### config.mk
export PLATFORM = sky130hd
export DESIGN_NAME = vdp_decode_stage
export DESIGN_NICKNAME = d
export VERILOG_FILES = /design/src/rtl/vdp_dec_pkg.sv /design/src/rtl/vdp_sync_fifo.sv /design/src/rtl/vdp_decode_stage.sv
export SDC_FILE = /design/constraint.sdc
export NUM_CORES = 1
export LEC_CHECK = 0
export ABC_AREA = 1
export CORE_AREA = 2 2 92 94
export CTS_BUF_LIST = sky130_fd_sc_hd__clkbuf_4
export CTS_CLUSTER_DIAMETER = 40
export DETAILED_ROUTE_END_ITERATION = 8
export DIE_AREA = 0 0 94 96
export PLACE_DENSITY = 0.92
export SLEW_MARGIN = 20
export SYNTH_ARGS = -nofsm -noshare
export SYNTH_HDL_FRONTEND = slang
export SYNTH_SLANG_ARGS = --single-unit
### constraint.sdc
create_clock -name clk -period 6.8 [get_ports clk]
set_input_delay 1.36 -clock clk [delete_from_list [all_inputs] [get_ports clk]]
set_output_delay 1.36 -clock clk [all_outputs]
set_load 0.03 [all_outputs]
### src/rtl/vdp_dec_pkg.sv
// ---------------------------------------------------------------------------
// vdp_dec_pkg
//   Shared definitions for the VDP decode stage: the opcode encoding and the
//   positions of the instruction fields within the instruction word.
//   Register fields sit in 4-bit slots above the address/immediate field,
//   so their LSB positions are expressed as offsets from AW. The helper
//   functions turn those offsets into absolute bit positions for a given AW.
// ---------------------------------------------------------------------------
package vdp_dec_pkg;

  typedef enum logic [2:0] {
    OP_ADD   = 3'b000,
    OP_SUB   = 3'b001,
    OP_LOAD  = 3'b010,
    OP_STORE = 3'b011,
    OP_BRZ   = 3'b100,
    OP_MOV   = 3'b101,
    OP_RSVD  = 3'b110,
    OP_JUMP  = 3'b111
  } opcode_e;

  localparam int OP_W   = 3;
  localparam int RD_OFS = 0;
  localparam int RS_OFS = 4;
  localparam int OP_OFS = 8;

  function automatic int rd_lsb(input int aw);
    return aw + RD_OFS;
  endfunction

  function automatic int rs_lsb(input int aw);
    return aw + RS_OFS;
  endfunction

  function automatic int op_lsb(input int aw);
    return aw + OP_OFS;
  endfunction

endpackage

### src/rtl/vdp_sync_fifo.sv
// ---------------------------------------------------------------------------
// vdp_sync_fifo
//   Single-clock FIFO, DEPTH entries of W bits. Read and write pointers wrap
//   naturally (DEPTH is a power of two) and an occupancy count provides the
//   full/empty flags. 'clr' empties the FIFO on the next edge.
//   Ports:
//     clk, rst        clock, synchronous active-high reset
//     clr             empty the FIFO (takes priority over push/pop)
//     push, wdata     write one entry (ignored when full)
//     pop             discard the head entry (ignored when empty)
//     rdata           head entry (valid when !empty)
//     full, empty     occupancy flags
// ---------------------------------------------------------------------------
module vdp_sync_fifo #(
  parameter int DEPTH = 2,
  parameter int W     = 8
) (
  input  logic         clk,
  input  logic         rst,
  input  logic         clr,
  input  logic         push,
  input  logic         pop,
  input  logic [W-1:0] wdata,
  output logic [W-1:0] rdata,
  output logic         full,
  output logic         empty
);

  localparam int PW    = (DEPTH > 1) ? $clog2(DEPTH) : 1;
  localparam int CNT_W = PW + 1;

  logic [PW-1:0]    wr_ptr_q, wr_ptr_d;
  logic [PW-1:0]    rd_ptr_q, rd_ptr_d;
  logic [CNT_W-1:0] count_q, count_d;
  logic [W-1:0]     mem_q [DEPTH];
  logic [W-1:0]     mem_d [DEPTH];
  logic             push_ok;
  logic             pop_ok;

  assign full    = (count_q == CNT_W'(DEPTH));
  assign empty   = (count_q == '0);
  assign push_ok = push && !full;
  assign pop_ok  = pop && !empty;
  assign rdata   = mem_q[rd_ptr_q];

  always_comb begin
    mem_d    = mem_q;
    wr_ptr_d = wr_ptr_q;
    rd_ptr_d = rd_ptr_q;
    count_d  = count_q;
    if (clr) begin
      wr_ptr_d = '0;
      rd_ptr_d = '0;
      count_d  = '0;
    end else begin
      if (push_ok) begin
        mem_d[wr_ptr_q] = wdata;
        wr_ptr_d        = wr_ptr_q + PW'(1);
      end
      if (pop_ok) begin
        rd_ptr_d = rd_ptr_q + PW'(1);
      end
      count_d = count_q + CNT_W'(push_ok) - CNT_W'(pop_ok);
    end
  end

  always_ff @(posedge clk) begin
    if (rst) begin
      wr_ptr_q <= '0;
      rd_ptr_q <= '0;
      count_q  <= '0;
    end else begin
      wr_ptr_q <= wr_ptr_d;
      rd_ptr_q <= rd_ptr_d;
      count_q  <= count_d;
    end
  end

  // Storage needs no reset: entries are only read while counted as valid.
  always_ff @(posedge clk) begin
    mem_q <= mem_d;
  end

endmodule

### src/rtl/vdp_decode_stage.sv
// ---------------------------------------------------------------------------
// vdp_decode_stage
//   Pipelined VDP instruction decoder. The accepted word (program-load
//   bypass or fetched instruction) is split into its fields and buffered in
//   a small FIFO; the head entry is decoded into a registered output stage
//   with valid/ready handshakes on both sides, a flush, and a retired count.
//   Optional feature macro: VDP_DEC_ILLEGAL_TRAP_EN
//     defined   - opcode 110 is dropped at output load and d_illegal pulses
//     undefined - opcode 110 is a NOP, presented and counted; d_illegal = 0
//   Ports:
//     clk, rst             clock, synchronous active-high reset
//     d_prog, bypass,      word select (1: bypass) and the two candidate words
//     d_inst
//     in_valid, in_ready   upstream handshake
//     flush                discard everything buffered or held
//     out_valid, out_ready downstream handshake
//     d_op, d_a, d_rs,     decoded fields
//     d_rd
//     d_add, d_jump        opcode flags
//     d_illegal            illegal-opcode pulse
//     d_count              retired-instruction counter (wraps)
// ---------------------------------------------------------------------------
module vdp_decode_stage
  import vdp_dec_pkg::*;
#(
  parameter int AW    = 16,
  parameter int RW    = 2,
  parameter int DEPTH = 2,
  parameter int CW    = 16,
  localparam int IW   = AW + 16
) (
  input  logic          clk,
  input  logic          rst,
  input  logic          d_prog,
  input  logic [IW-1:0] bypass,
  input  logic [IW-1:0] d_inst,
  input  logic          in_valid,
  output logic          in_ready,
  input  logic          flush,
  input  logic          out_ready,
  output logic          out_valid,
  output logic [2:0]    d_op,
  output logic [AW-1:0] d_a,
  output logic [RW-1:0] d_rs,
  output logic [RW-1:0] d_rd,
  output logic          d_add,
  output logic          d_jump,
  output logic          d_illegal,
  output logic [CW-1:0] d_count
);

`ifdef VDP_DEC_ILLEGAL_TRAP_EN
  localparam bit TRAP_EN = 1'b1;
`else
  localparam bit TRAP_EN = 1'b0;
`endif

  localparam int RD_LSB = rd_lsb(AW);
  localparam int RS_LSB = rs_lsb(AW);
  localparam int OP_LSB = op_lsb(AW);
  // FIFO entries carry only the decoded fields: {op, rs, rd, a}.
  localparam int FW     = OP_W + 2 * RW + AW;

  logic [IW-1:0]   sel_word;
  logic            unused_word;
  logic [FW-1:0]   push_fields;
  logic [FW-1:0]   head_fields;
  logic            fifo_full;
  logic            fifo_empty;
  logic            push;
  logic            pop;
  logic [2:0]      head_op;
  logic            head_trap;

  logic            out_valid_q, out_valid_d;
  logic [2:0]      d_op_q, d_op_d;
  logic [AW-1:0]   d_a_q, d_a_d;
  logic [RW-1:0]   d_rs_q, d_rs_d;
  logic [RW-1:0]   d_rd_q, d_rd_d;
  logic            d_add_q, d_add_d;
  logic            d_jump_q, d_jump_d;
  logic            d_illegal_q, d_illegal_d;
  logic [CW-1:0]   d_count_q, d_count_d;

  // Bits outside the decoded fields are deliberately ignored.
  assign sel_word    = d_prog ? bypass : d_inst;
  assign unused_word = ^sel_word;
  assign push_fields = {sel_word[OP_LSB +: OP_W], sel_word[RS_LSB +: RW],
                        sel_word[RD_LSB +: RW], sel_word[AW-1:0]};

  // in_ready depends only on registered state, rst and flush, never on
  // out_ready, so no combinational path crosses the stage.
  assign in_ready = !rst && !fifo_full && !flush;
  assign push     = in_valid && in_ready;
  assign pop      = !fifo_empty && (!out_valid_q || out_ready) && !flush;

  vdp_sync_fifo #(
    .DEPTH (DEPTH),
    .W     (FW)
  ) u_fifo (
    .clk   (clk),
    .rst   (rst),
    .clr   (flush),
    .push  (push),
    .pop   (pop),
    .wdata (push_fields),
    .rdata (head_fields),
    .full  (fifo_full),
    .empty (fifo_empty)
  );

  assign head_op   = head_fields[FW-1 -: OP_W];
  assign head_trap = TRAP_EN && (head_op == OP_RSVD);

  // Output stage: retire the presented instruction, then load the FIFO head
  // (or drop it as illegal). Flush wins over both and suppresses the count.
  always_comb begin
    out_valid_d = out_valid_q;
    d_op_d      = d_op_q;
    d_a_d       = d_a_q;
    d_rs_d      = d_rs_q;
    d_rd_d      = d_rd_q;
    d_add_d     = d_add_q;
    d_jump_d    = d_jump_q;
    d_illegal_d = 1'b0;
    d_count_d   = d_count_q;

    if (out_valid_q && out_ready) begin
      out_valid_d = 1'b0;
      d_count_d   = d_count_q + CW'(1);
    end

    if (pop) begin
      if (head_trap) begin
        d_illegal_d = 1'b1;
      end else begin
        out_valid_d = 1'b1;
        d_op_d      = head_op;
        d_a_d       = head_fields[AW-1:0];
        d_rd_d      = head_fields[AW +: RW];
        d_rs_d      = head_fields[AW + RW +: RW];
        d_add_d     = (head_op == OP_ADD);
        d_jump_d    = (head_op == OP_JUMP);
      end
    end

    if (flush) begin
      out_valid_d = 1'b0;
      d_illegal_d = 1'b0;
      d_count_d   = d_count_q;
    end
  end

  always_ff @(posedge clk) begin
    if (rst) begin
      out_valid_q <= 1'b0;
      d_op_q      <= '0;
      d_a_q       <= '0;
      d_rs_q      <= '0;
      d_rd_q      <= '0;
      d_add_q     <= 1'b0;
      d_jump_q    <= 1'b0;
      d_illegal_q <= 1'b0;
      d_count_q   <= '0;
    end else begin
      out_valid_q <= out_valid_d;
      d_op_q      <= d_op_d;
      d_a_q       <= d_a_d;
      d_rs_q      <= d_rs_d;
      d_rd_q      <= d_rd_d;
      d_add_q     <= d_add_d;
      d_jump_q    <= d_jump_d;
      d_illegal_q <= d_illegal_d;
      d_count_q   <= d_count_d;
    end
  end

  assign out_valid = out_valid_q;
  assign d_op      = d_op_q;
  assign d_a       = d_a_q;
  assign d_rs      = d_rs_q;
  assign d_rd      = d_rd_q;
  assign d_add     = d_add_q;
  assign d_jump    = d_jump_q;
  assign d_illegal = d_illegal_q;
  assign d_count   = d_count_q;

endmodule
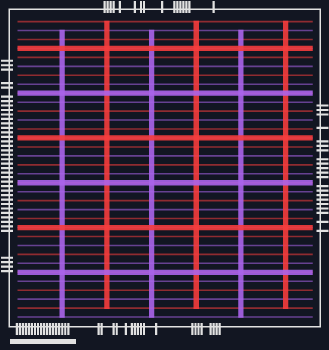
Run 1: power grid
Scale bar: 20 um. Pins as bars on the die edge.
VDD: in red. VSS: in purple.
114 signal pins sit on the boundary. 34 met1 rails follow the rows. The core has 33 rows.
Die Height: 96 um
Core Region: 8051 um2
worst vdd ir: 0.1327 mV
Die Wd: 94 um

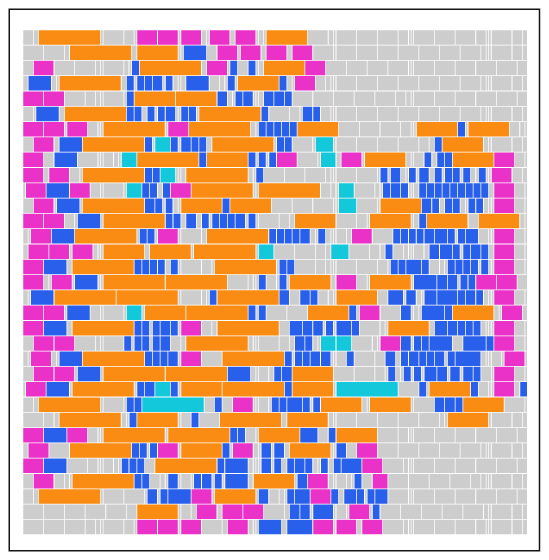
Run 1: placed cells, one colour a class
Fill, decap, tap and diode cells in grey.
clock drivers and dummy loads: in cyan, cells 16, share of their area 3.4%. all other logic: in blue, cells 307, share of their area 31%. flip-flops: in orange, cells 92, share of their area 47%. other buffers and delay cells: in magenta, cells 95, share of their area 19%.

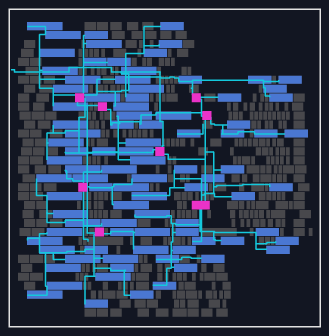
Run 1: clock distribution
cells driving clock nets: in magenta, count 9. flip-flops: in blue, count 92. clock wires: in cyan, length 1020 um.
Position of the flops: spread over the die. There are 10 routed clock nets.
worst clock skew: 0.01725 ns
Late-Pin Clk Latency: 0.42 ns
Clk. pwr: 0.347 mW
clock share of power: 0.337

==> results.sh, run 1 <==
# implementation run metrics
export IMPL_postCtsSetupRepairBufs=0
export IMPL_gp_congestion=0.7845
export IMPL_netlist_area_um2=3918
export IMPL_finish_utilization=0.6305
export IMPL_cts_clk_slew_worst_paths_ns=0.14
export IMPL_worstPathRequired_ns=5.44
export IMPL_boundaryPins=114
export IMPL_netSwitchingFraction=0.2262
export IMPL_met1_usage=0.2144
export IMPL_path_class="input pin to output pin"
export IMPL_post_drt_via_cell_ratio=5.034
export IMPL_finalInstanceArea_um2=5076
export IMPL_crit_top_cell="clkdlybuf4s50_1"
export IMPL_n_antenna_cell=0
export IMPL_slew_violations=0
export IMPL_buf_share=0.1868
export IMPL_worst_slack_ns=2.311
export IMPL_lay_top_count="nand2_1"
export IMPL_grt_first_pass_wirelength_um=13340
export IMPL_top_logic_kind="simple AND/OR/NAND/NOR gates"
export IMPL_logic_gates=281
export IMPL_detail_route_antenna_nets=0
export IMPL_wire_per_inst_um=13.57
export IMPL_busiest_layer="met2"
export IMPL_largest_reg_flops=46
export IMPL_sequential_cell_total=92
export IMPL_post_cts_resized=0
export IMPL_cts_tree="done"
export IMPL_worst_r2r_cell_count=8
export IMPL_critPathBufInv=4
export IMPL_grt_usage=0.1906
export IMPL_pre_cts_ws_ns=2.308
export IMPL_comb_area_frac=0.2812
export IMPL_syn_area_per_cell_um2=9.417
export IMPL_fin_cells=615
export IMPL_hold_start="d_rd[1]"
export IMPL_rsz0062_at_grt="false"
export IMPL_place_area_um2=4897
export IMPL_inverters_excl_clock=26
export IMPL_cp_arrival_ns=3.13
export IMPL_clkCellAreaFrac=0.03328
export IMPL_crit_family="buffers and inverters"
export IMPL_clockRootBuffer="clkbuf_4"
export IMPL_leakage_nw=1.804
export IMPL_period_needed_ns=4.489
export IMPL_grt_ovfl_total=0
export IMPL_synth_seq_share=0.5877
export IMPL_seqCellArea_um2=2302
export IMPL_p_per_area_nw_per_um2=202.6
export IMPL_crit_fanout=29
export IMPL_ys_cells=416
export IMPL_status="completed"
export IMPL_hp_class="flop to flop"
export IMPL_htreeDepth=3
export IMPL_top_cells_by_count="144 x nand2_1, 46 x dfxtp_1, 46 x edfxtp_1, 36 x a21oi_1, 31 x nor2_1"
export IMPL_met1_length_um=3376
export IMPL_timing_rr_end="u_fifo.count_q[1]"
export IMPL_drc=0
export IMPL_hold_viol_final=0
export IMPL_highest_layer="met4"
export IMPL_antenna_found_initial=0
export IMPL_internal_power_mw=0.7959
export IMPL_io_buffers=94
export IMPL_hold_buffers=0
export IMPL_dr_wl_met2_um=4236
export IMPL_reg2reg_from="u_fifo.count_q[1]"
export IMPL_grt_pass1_vias=2995
export IMPL_dp_cells=599
export IMPL_syn_instance_count=416
export IMPL_cpMaxStageDelayCell="clkdlybuf4s50_1"
export IMPL_p_sw_mw=0.2327
export IMPL_most_common_cell="nand2_1"
export IMPL_ys_sh_xor=0.002236
==> run 2, diff against run 1 <==
--- a/config.mk
+++ b/config.mk
@@ -6,12 +6,12 @@
 export NUM_CORES = 1
 export LEC_CHECK = 0
 export ABC_AREA = 1
-export CORE_AREA = 2 2 92 94
+export CORE_AREA = 2 2 98 100
 export CTS_BUF_LIST = sky130_fd_sc_hd__clkbuf_4
 export CTS_CLUSTER_DIAMETER = 40
 export DETAILED_ROUTE_END_ITERATION = 8
-export DIE_AREA = 0 0 94 96
-export PLACE_DENSITY = 0.92
+export DIE_AREA = 0 0 100 102
+export PLACE_DENSITY = 0.86
 export SLEW_MARGIN = 20
 export SYNTH_ARGS = -nofsm -noshare
 export SYNTH_HDL_FRONTEND = slang
==> constraint.sdc (replaced) <==
create_clock -name clk -period 3.9 [get_ports clk]
set_input_delay 0.78 -clock clk [delete_from_list [all_inputs] [get_ports clk]]
set_output_delay 0.78 -clock clk [all_outputs]
set_load 0.03 [all_outputs]
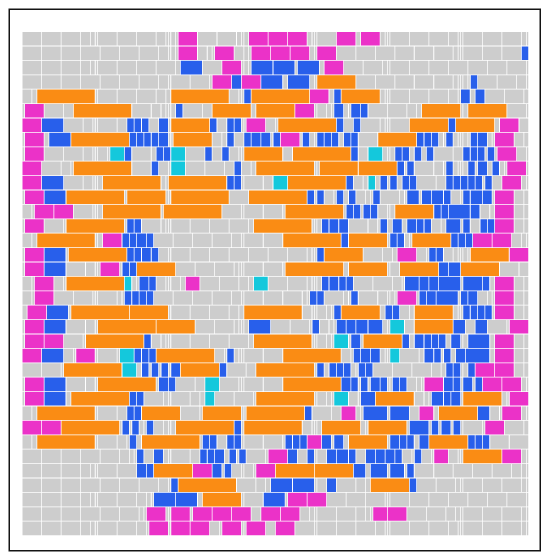
Run 2: placed cells, one colour a class
Fill, decap, tap and diode cells in grey.
other buffers and delay cells: in magenta, cells 99, share of their area 20%. clock drivers and dummy loads: in cyan, cells 16, share of their area 2.2%. all other logic: in blue, cells 307, share of their area 31%. flip-flops: in orange, cells 92, share of their area 47%.
Finished Core Util: 0.5533
Core Region: 9109 um2
row count: 35
post-route cell area: 5040 um2
Seq area share: 0.4568

==> run 2 against run 1 <==
Synthesized cell count unchanged; non-clock buffer count increased by 4; critical path type unchanged; highest routed layer unchanged; via count decreased by 1.4%; sequential share of layout area increased by 0.33 points; register-to-register slack got worse by 2.5 ns; setup slack got worse by 1.1 ns; cell area decreased by 0.71%; wire length increased by 0.26%.
==> results.sh, run 2 <==
# implementation run metrics
export IMPL_seqCellArea_um2=2302
export IMPL_largest_reg_flops=46
export IMPL_most_common_cell="nand2_1"
export IMPL_top_cells_by_count="144 x nand2_1, 46 x dfxtp_1, 46 x edfxtp_1, 36 x a21oi_1, 31 x nor2_1"
export IMPL_busiest_layer="met2"
export IMPL_syn_area_per_cell_um2=9.417
export IMPL_postCtsSetupRepairBufs=0
export IMPL_htreeDepth=3
export IMPL_highest_layer="met4"
export IMPL_synth_seq_share=0.5877
export IMPL_crit_fanout=5
export IMPL_path_class="input pin to output pin"
export IMPL_drc=0
export IMPL_leakage_nw=1.795
export IMPL_cpMaxStageDelayCell="clkdlybuf4s50_1"
export IMPL_status="completed"
export IMPL_hp_class="flop to flop"
export IMPL_period_needed_ns=2.715
export IMPL_worstPathRequired_ns=3.12
export IMPL_wire_per_inst_um=13.39
export IMPL_comb_area_frac=0.2813
export IMPL_reg2reg_from="out_valid"
export IMPL_crit_family="buffers and inverters"
export IMPL_clockRootBuffer="clkbuf_4"
export IMPL_clkPwrFrac=0.267
export IMPL_pre_cts_ws_ns=0.9995
export IMPL_hold_viol_final=0
export IMPL_slew_violations=0
export IMPL_grt_ovfl_total=0
export IMPL_worst_slack_ns=1.185
export IMPL_worst_r2r_cell_count=8
export IMPL_critPathBufInv=3
export IMPL_boundaryPins=114
export IMPL_netSwitchingFraction=0.2308
export IMPL_grt_pass1_vias=2949
export IMPL_die_w_um=100
export IMPL_ys_sh_xor=0.002236
export IMPL_grt_first_pass_wirelength_um=13430
export IMPL_hold_start="d_a[3]"
export IMPL_netlist_area_um2=3918
export IMPL_post_drt_via_cell_ratio=4.883
export IMPL_gp_congestion=0.8631
export IMPL_p_per_area_nw_per_um2=321.6
export IMPL_clkCellAreaFrac=0.02135
export IMPL_hold_buffers=0
export IMPL_internal_power_mw=1.247
export IMPL_detail_route_antenna_nets=0
export IMPL_dr_wl_met2_um=4375
export IMPL_fin_cells=625
export IMPL_cts_clk_slew_worst_paths_ns=0.12
export IMPL_inverters_excl_clock=26
==> run 3, diff against run 2 <==
--- a/config.mk
+++ b/config.mk
@@ -6,12 +6,12 @@
 export NUM_CORES = 1
 export LEC_CHECK = 0
 export ABC_AREA = 1
-export CORE_AREA = 2 2 98 100
+export CORE_AREA = 2 2 93 95
 export CTS_BUF_LIST = sky130_fd_sc_hd__clkbuf_4
 export CTS_CLUSTER_DIAMETER = 40
 export DETAILED_ROUTE_END_ITERATION = 8
-export DIE_AREA = 0 0 100 102
-export PLACE_DENSITY = 0.86
+export DIE_AREA = 0 0 95 97
+export PLACE_DENSITY = 0.91
 export SLEW_MARGIN = 20
 export SYNTH_ARGS = -nofsm -noshare
 export SYNTH_HDL_FRONTEND = slang
==> constraint.sdc (replaced) <==
create_clock -name clk -period 2.8 [get_ports clk]
set_input_delay 0.56 -clock clk [delete_from_list [all_inputs] [get_ports clk]]
set_output_delay 0.56 -clock clk [all_outputs]
set_load 0.03 [all_outputs]
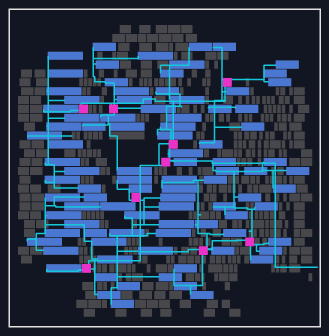
Run 3: clock distribution
flip-flops: in blue, count 92. clock wires: in cyan, length 968 um. cells driving clock nets: in magenta, count 9.
There are 10 routed clock nets.
clock share of power: 0.297
Clk. pwr: 0.699 mW
Late-Pin Clk Latency: 0.43 ns
worst clock skew: 0.01055 ns

==> run 3 against run 2 <==
Power is 45% higher; largest cell class unchanged; hold slack worse by 0.0076 ns; global-route usage is 1.4 points higher; cell count is 0.64% lower; register-to-register slack worse by 0.66 ns; flip-flop count stayed put; synthesized cell count stayed put; utilization is 7.1 points higher; setup slack worse by 0.68 ns; critical path depth stayed put.
==> results.sh, run 3 <==
# implementation run metrics
export IMPL_status="completed"
export IMPL_cpMaxStageDelayCell="clkdlybuf4s50_1"
export IMPL_cp_arrival_ns=1.73
export IMPL_worst_slack_ns=0.5098
export IMPL_drc=0
export IMPL_pre_cts_ws_ns=0.5203
export IMPL_top_cells_by_count="144 x nand2_1, 46 x dfxtp_1, 46 x edfxtp_1, 36 x a21oi_1, 31 x nor2_1"
export IMPL_p_per_area_nw_per_um2=464.0
export IMPL_post_cts_resized=0
export IMPL_fp_dieH_um=97
export IMPL_io_buffers=94
export IMPL_antenna_found_initial=0
export IMPL_postCtsSetupRepairBufs=0
export IMPL_comb_area_frac=0.2793
export IMPL_sh_seq_area=0.4536
export IMPL_timing_rr_end="d_count[15]"
export IMPL_path_class="input pin to output pin"
export IMPL_hold_buffers=0
export IMPL_crit_family="buffers and inverters"
export IMPL_clkCellAreaFrac=0.02663
export IMPL_syn_area_per_cell_um2=9.417
export IMPL_grt_pass1_vias=2962
export IMPL_max_vdd_ir_drop_mv=0.3352
export IMPL_htreeDepth=3
export IMPL_top_logic_kind="simple AND/OR/NAND/NOR gates"
export IMPL_critPathBufInv=3
export IMPL_lay_top_count="nand2_1"
export IMPL_buf_share=0.1953
export IMPL_rsz0062_at_grt="false"
export IMPL_die_w_um=95
export IMPL_worstPathRequired_ns=2.24
export IMPL_worst_r2r_cell_count=7
export IMPL_n_antenna_cell=0
export IMPL_internal_power_mw=1.821
export IMPL_slew_violations=0
export IMPL_place_area_um2=4940
export IMPL_netSwitchingFraction=0.2265
export IMPL_dp_cells=605
export IMPL_grt_ovfl_total=0
export IMPL_most_common_cell="nand2_1"
export IMPL_hold_viol_final=0
export IMPL_met1_length_um=3202
export IMPL_finish_utilization=0.6239
export IMPL_gp_congestion=0.7288
export IMPL_ys_sh_xor=0.002236
export IMPL_grt_usage=0.1832
export IMPL_ys_cells=416
export IMPL_busiest_layer="met2"
export IMPL_hp_class="flop to flop"
export IMPL_sequential_cell_total=92
export IMPL_fp_row_count=33
export IMPL_largest_reg_flops=46
export IMPL_clockRootBuffer="clkbuf_4"

==> notes/layouts.md <==
Pictures saved along the way, in no particular order.

Routed metal, one colour a layer.
Scale bar: 20 um. Two of the layers only.
(a)
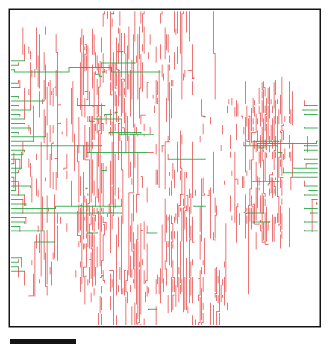
(b)
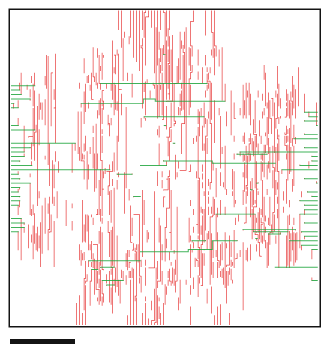
Run 3 is (b).
Run 1 is (a).

Key to (a):
met2: in red, wire length 4240 um. met3: in green, wire length 523 um.

Power and IR drop assume default switching activity.
